$ cat config.mk
export PLATFORM = sky130hd
export DESIGN_NAME = result_encoder_flat
export DESIGN_NICKNAME = d
export VERILOG_FILES = /design/src/rtl/result_encoder_if.sv /design/src/rtl/result_encoder.sv /design/src/flat_wrapper.sv
export SDC_FILE = /design/constraint.sdc
export NUM_CORES = 1
export LEC_CHECK = 0
export ABC_AREA = 0
export CORE_AREA = 10 10 188 190
export DETAILED_ROUTE_END_ITERATION = 6
export DIE_AREA = 0 0 198 200
export PLACE_DENSITY = 0.69
export SLEW_MARGIN = 10
export SYNTH_ARGS = -nofsm -noshare
export SYNTH_HDL_FRONTEND = slang
export SYNTH_SLANG_ARGS = --single-unit
$ cat constraint.sdc
create_clock -name clk -period 7.15 [get_ports clk]
set_input_delay 0.715 -clock clk [delete_from_list [all_inputs] [get_ports clk]]
set_output_delay 0.715 -clock clk [all_outputs]
set_load 0.03 [all_outputs]
$ cat src/rtl/result_encoder_if.sv
// Result-side bus between the execution units/CPU and result_encoder.
// The master modport drives unit completions and the CPU ack; the slave is the encoder.
interface result_encoder_if #(
    parameter int unsigned DEPTH = 8
);
    localparam int unsigned CW = $clog2(DEPTH) + 1;

    logic          add_done;
    logic [31:0]   add_result;
    logic          mul_done;
    logic [31:0]   mul_result;
    logic          sine_done;
    logic [31:0]   sine_result;
    logic          cpu_ack;
    logic [31:0]   result_out;
    logic [1:0]    result_src;
    logic          result_valid;
    logic          out_fifo_hold;
    logic          overflow_err;
    logic [CW-1:0] fifo_count;

    modport master (
        output add_done, add_result, mul_done, mul_result,
               sine_done, sine_result, cpu_ack,
        input  result_out, result_src, result_valid,
               out_fifo_hold, overflow_err, fifo_count
    );

    modport slave (
        input  add_done, add_result, mul_done, mul_result,
               sine_done, sine_result, cpu_ack,
        output result_out, result_src, result_valid,
               out_fifo_hold, overflow_err, fifo_count
    );
endinterface

$ cat src/rtl/result_encoder.sv
// Collects add/mul/sine results through one-entry holding registers into a
// result FIFO read by the CPU with an asynchronous strobe/acknowledge.
module result_encoder #(
    parameter int unsigned DEPTH      = 8,
    parameter int unsigned HOLD_LEVEL = 6
) (
    input  logic             clk,
    input  logic             n_rst,
    result_encoder_if.slave  bus
);
    localparam int unsigned PW = $clog2(DEPTH);
    localparam int unsigned CW = PW + 1;
    localparam logic [CW-1:0] DEPTH_CNT = CW'(DEPTH);
    localparam logic [CW-1:0] HOLD_CNT  = CW'(HOLD_LEVEL);

    typedef enum logic [1:0] {
        SRC_ADD  = 2'b00,
        SRC_MUL  = 2'b01,
        SRC_SINE = 2'b10
    } src_e;

    logic [33:0]   r_mem [DEPTH];
    logic [PW-1:0] r_wr_ptr;
    logic [PW-1:0] r_rd_ptr;
    logic [CW-1:0] r_count;
    logic [31:0]   r_hold_add;
    logic [31:0]   r_hold_mul;
    logic [31:0]   r_hold_sine;
    logic          r_hv_add;
    logic          r_hv_mul;
    logic          r_hv_sine;
    logic          r_sync1;
    logic          r_sync2;
    logic          r_overflow;

    logic          w_ack_edge;
    logic          w_pop;
    logic          w_can_push;
    logic          w_drain_add;
    logic          w_drain_mul;
    logic          w_drain_sine;
    logic          w_push;
    logic [33:0]   w_wdata;
    logic          w_empty;

    assign w_ack_edge   = r_sync1 & ~r_sync2;
    assign w_empty      = (r_count == '0);
    assign w_pop        = w_ack_edge & ~w_empty;
    // A same-edge pop frees a slot even when the FIFO is full.
    assign w_can_push   = (r_count < DEPTH_CNT) | w_pop;
    assign w_drain_add  = w_can_push & r_hv_add;
    assign w_drain_mul  = w_can_push & r_hv_mul & ~r_hv_add;
    assign w_drain_sine = w_can_push & r_hv_sine & ~r_hv_add & ~r_hv_mul;
    assign w_push       = w_drain_add | w_drain_mul | w_drain_sine;

    always_comb begin
        w_wdata = '0;
        if (r_hv_add) begin
            w_wdata = {SRC_ADD, r_hold_add};
        end else if (r_hv_mul) begin
            w_wdata = {SRC_MUL, r_hold_mul};
        end else if (r_hv_sine) begin
            w_wdata = {SRC_SINE, r_hold_sine};
        end
    end

    always_ff @(posedge clk or negedge n_rst) begin
        if (!n_rst) begin
            r_hold_add  <= '0;
            r_hold_mul  <= '0;
            r_hold_sine <= '0;
            r_hv_add    <= 1'b0;
            r_hv_mul    <= 1'b0;
            r_hv_sine   <= 1'b0;
            r_overflow  <= 1'b0;
        end else begin
            if (bus.add_done) begin
                if (r_hv_add && !w_drain_add) begin
                    r_overflow <= 1'b1;
                end else begin
                    r_hold_add <= bus.add_result;
                    r_hv_add   <= 1'b1;
                end
            end else if (w_drain_add) begin
                r_hv_add <= 1'b0;
            end

            if (bus.mul_done) begin
                if (r_hv_mul && !w_drain_mul) begin
                    r_overflow <= 1'b1;
                end else begin
                    r_hold_mul <= bus.mul_result;
                    r_hv_mul   <= 1'b1;
                end
            end else if (w_drain_mul) begin
                r_hv_mul <= 1'b0;
            end

            if (bus.sine_done) begin
                if (r_hv_sine && !w_drain_sine) begin
                    r_overflow <= 1'b1;
                end else begin
                    r_hold_sine <= bus.sine_result;
                    r_hv_sine   <= 1'b1;
                end
            end else if (w_drain_sine) begin
                r_hv_sine <= 1'b0;
            end
        end
    end

    always_ff @(posedge clk or negedge n_rst) begin
        if (!n_rst) begin
            r_sync1  <= 1'b0;
            r_sync2  <= 1'b0;
            r_wr_ptr <= '0;
            r_rd_ptr <= '0;
            r_count  <= '0;
        end else begin
            r_sync1 <= bus.cpu_ack;
            r_sync2 <= r_sync1;
            if (w_push) begin
                r_wr_ptr <= r_wr_ptr + PW'(1);
            end
            if (w_pop) begin
                r_rd_ptr <= r_rd_ptr + PW'(1);
            end
            case ({w_push, w_pop})
                2'b10:   r_count <= r_count + CW'(1);
                2'b01:   r_count <= r_count - CW'(1);
                default: r_count <= r_count;
            endcase
        end
    end

    // Storage needs no reset: entries are only visible when fifo_count > 0.
    always_ff @(posedge clk) begin
        if (w_push) begin
            r_mem[r_wr_ptr] <= w_wdata;
        end
    end

    assign bus.result_out    = w_empty ? '0 : r_mem[r_rd_ptr][31:0];
    assign bus.result_src    = w_empty ? '0 : r_mem[r_rd_ptr][33:32];
    assign bus.result_valid  = ~w_empty;
    assign bus.out_fifo_hold = (r_count >= HOLD_CNT);
    assign bus.overflow_err  = r_overflow;
    assign bus.fifo_count    = r_count;
endmodule

$ cat src/flat_wrapper.sv
// flat-port wrapper written by rule: the top's interface ports become plain ports
module result_encoder_flat 
#(
    parameter int unsigned DEPTH      = 8,
    parameter int unsigned HOLD_LEVEL = 6
)
  (clk, n_rst, bus_add_done, bus_add_result, bus_mul_done, bus_mul_result, bus_sine_done, bus_sine_result, bus_cpu_ack, bus_result_out, bus_result_src, bus_result_valid, bus_out_fifo_hold, bus_overflow_err, bus_fifo_count);
  result_encoder_if #(.DEPTH(DEPTH)) bus_i ();
  input  logic clk;
  input  logic n_rst;
  input wire logic [$bits(bus_i.add_done)-1:0] bus_add_done;
  input wire logic [$bits(bus_i.add_result)-1:0] bus_add_result;
  input wire logic [$bits(bus_i.mul_done)-1:0] bus_mul_done;
  input wire logic [$bits(bus_i.mul_result)-1:0] bus_mul_result;
  input wire logic [$bits(bus_i.sine_done)-1:0] bus_sine_done;
  input wire logic [$bits(bus_i.sine_result)-1:0] bus_sine_result;
  input wire logic [$bits(bus_i.cpu_ack)-1:0] bus_cpu_ack;
  output wire logic [$bits(bus_i.result_out)-1:0] bus_result_out;
  output wire logic [$bits(bus_i.result_src)-1:0] bus_result_src;
  output wire logic [$bits(bus_i.result_valid)-1:0] bus_result_valid;
  output wire logic [$bits(bus_i.out_fifo_hold)-1:0] bus_out_fifo_hold;
  output wire logic [$bits(bus_i.overflow_err)-1:0] bus_overflow_err;
  output wire logic [$bits(bus_i.fifo_count)-1:0] bus_fifo_count;
  assign bus_i.add_done = bus_add_done;
  assign bus_i.add_result = bus_add_result;
  assign bus_i.mul_done = bus_mul_done;
  assign bus_i.mul_result = bus_mul_result;
  assign bus_i.sine_done = bus_sine_done;
  assign bus_i.sine_result = bus_sine_result;
  assign bus_i.cpu_ack = bus_cpu_ack;
  assign bus_result_out = bus_i.result_out;
  assign bus_result_src = bus_i.result_src;
  assign bus_result_valid = bus_i.result_valid;
  assign bus_out_fifo_hold = bus_i.out_fifo_hold;
  assign bus_overflow_err = bus_i.overflow_err;
  assign bus_fifo_count = bus_i.fifo_count;
  result_encoder #(.DEPTH(DEPTH), .HOLD_LEVEL(HOLD_LEVEL)) u_core (.clk(clk), .n_rst(n_rst), .bus(bus_i));
endmodule
**Signal wires on met3**

Drawn at 1.5 px/micron.
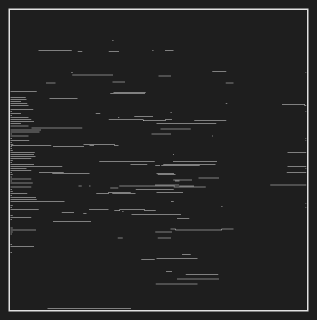
The layer carries 1820 microns of wire. 112 nets have wire on it.

**Drive-strength map**

Drawn at 2 px/micron.
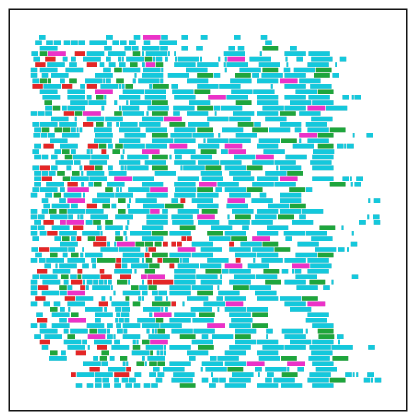
drive 2: in green, cells 145, share 14%. drive 1 or less: in cyan, cells 756, share 75%. drive 3 to 4: in red, cells 60, share 6.0%. drive 6 and up: in magenta, cells 44, share 4.4%.

**Gate families picked out**

Drawn at 2 px/micron.
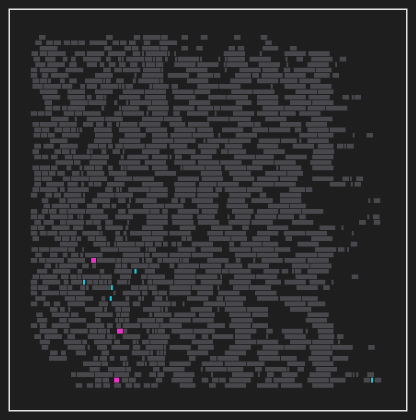
inverters: in cyan, cells 5. AND-OR and OR-AND gates: in magenta, cells 3.

**Track usage over the die**

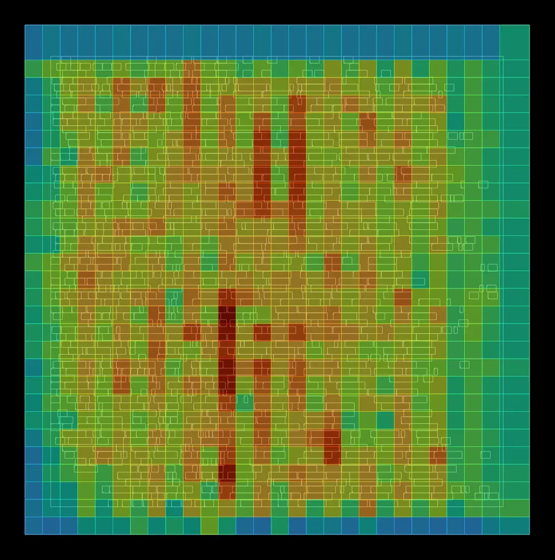
GR Util met3: 3.37%
Finished Core Util: 58.9%

## synth_stat cells, types with 2 or more instances
cell,number,share of area (%)
ha_1,5,0.40
a31oi_1,2,0.081
inv_1,5,0.12
buf_2,12,0.39
mux2_1,7,0.51
nor3_1,2,0.065
mux2i_1,34,2.2
xor2_1,6,0.34
nand3b_1,2,0.097
mux4_2,68,9.9
buf_6,10,0.73
mux2_4,30,2.9
edfxtp_1,272,53
dfrtp_1,112,18
mux2_2,62,4.5
buf_4,3,0.15
a22oi_1,31,1.5
nor4b_1,2,0.11
a21o_1,2,0.097
buf_1,4,0.097
nor3b_1,4,0.19
nor2_1,39,0.95
nand2_1,36,0.87
o21ai_0,33,1.1
a21oi_1,4,0.13
xnor2_1,3,0.17
clkbuf_1,22,0.53
## cell usage in the layout, fill, tap and decap left out, types with 3 or more instances in the layout
cell type	netlist	routed
clkinv_1	0	6
dfrtp_1	112	108
mux2i_1	34	34
ha_1	5	5
nand2_1	36	36
o21ai_0	33	31
dfrtp_2	0	3
mux2_2	62	62
buf_4	3	21
xnor2_1	3	3
clkbuf_16	0	39
mux4_2	68	68
clkbuf_1	22	14
a21oi_1	4	4
mux2_4	30	30
xor2_1	6	6
nor2_1	39	37
a22oi_1	31	31
edfxtp_1	272	272
inv_1	5	5
mux2_1	7	7
clkdlybuf4s50_1	0	141
## state kept, by name, summed over array words and instances, names as in the netlist
signal / cells
u_core.r_rd_ptr: 3
u_core.r_hold_mul: 32
u_core.r_sync2: 1
u_core.r_hv_mul: 1
u_core.r_sync1: 1
u_core.r_hold_sine: 32
u_core.bus.overflow_err: 1
u_core.r_hv_sine: 1
u_core.r_wr_ptr: 3
u_core.r_hv_add: 1
u_core.r_hold_add: 32
u_core.r_mem: 272
u_core.bus.fifo_count: 4
==> out/metrics.cfg <==
[finish]
nonClkBufAreaFrac_pct = 8.49
clockNetworkAreaShare_pct = 6.15
n_all_buffers = 162
regArea_sq_um = 11000
area_growth_pct = 19.3
biggestCellCategory = sequential cells
seq_cells = 384
final_nets = 1086
diodes = 0
comb_area_sq_um = 4270
drive_above_1_share_pct = 24.8
fin_cells = 1407
inverters = 5
seq_area_share_pct = 59.4

[power]
p_clk_mw = 1.84
power_leader = registers
power_frac_seq_pct = 42.5
pg_comb_mw = 3.08
p_int_mw = 5.74
p_per_area_nw_per_um2 = 463
finalPower_mw = 8.56
swShare_pct = 33.0
clockPowerShare_pct = 21.5

[yosys]
ys_cells = 828
synth-async-reset-ratio_pct = 29.2
synthCells = 828
postSynthSeqShare_pct = 70.8
synth-compound-area-share_pct = 3.47
synth.avg_cell_area_sq_um = 18.7
ys_sh_mux_pct = 20.0
topCombFamilyByArea = multiplexers
ys.flops = 384
synthesis.area_sq_um = 15500
syn_nets = 935
synth.cellmix.simpleShare_pct = 2.77
edf_count = 272
synthDistinctLibCells = 43

[die]
boundaryPins = 143
initCoreUtil_pct = 49.3
nWellTaps = 402
fp.dieH_microns = 200
row_count = 65

[critical_path]
crit_path_start_kind = register
cpMaxStageDelayCell = dfrtp_4
cp_num_cells = 5
path_buffers = 2
r2r_slack_ns = 4.00
cp-startpoint = u_core.r_rd_ptr[0]
worstPathCellList = buf_4 > mux4_2 > mux2i_1 > nor2_1 > clkdlybuf4s50_1
rr_worst_depth = 6
crit_end = bus_result_out[28]
r2r-start = u_core.r_hv_mul
worst-path-max-fanout = 38

[grt]
met2_usage_pct = 26.1
grt_busiest_layer = met2
grt_pass1_wl_microns = 50400
grt-ovfl-total = 0
antenna_found_initial = 0

[sta]
max_slew_margin_pct = 18.6
finalSetupViolations = 0
final_hold_viol_count = 0
hold_ws_ns = 0.242
rsz0062_at_grt = no
fin_setup_tns_ns = 0
tightest_slew_ns = 1.21
period_minus_slack_ns = 4.32

[routing]
via_count = 7852
wl_met1_microns = 15000
drt-initial-drc-count = 685
drcViolationCount = 0
wl_met2_microns = 15400
wl_met3_microns = 1820
drt-total-wl_microns = 32800
viasPerCell = 5.58
drtPass1Iterations = 5

[clocking]
clk_pin_slew_ns = 0.06
root_buffer = clkbuf_16
clk_path_buf_depth = 3
post_cts_buffers = 0
cts_tree = built
hold_buffers = 0

[place]
dpl_cell_area_sq_um = 17300
pre_cts_slack_ns = 3.26

[run]
warnings = 27
max_cap_viol_count = 0

[status]
status = finished, final reports clean

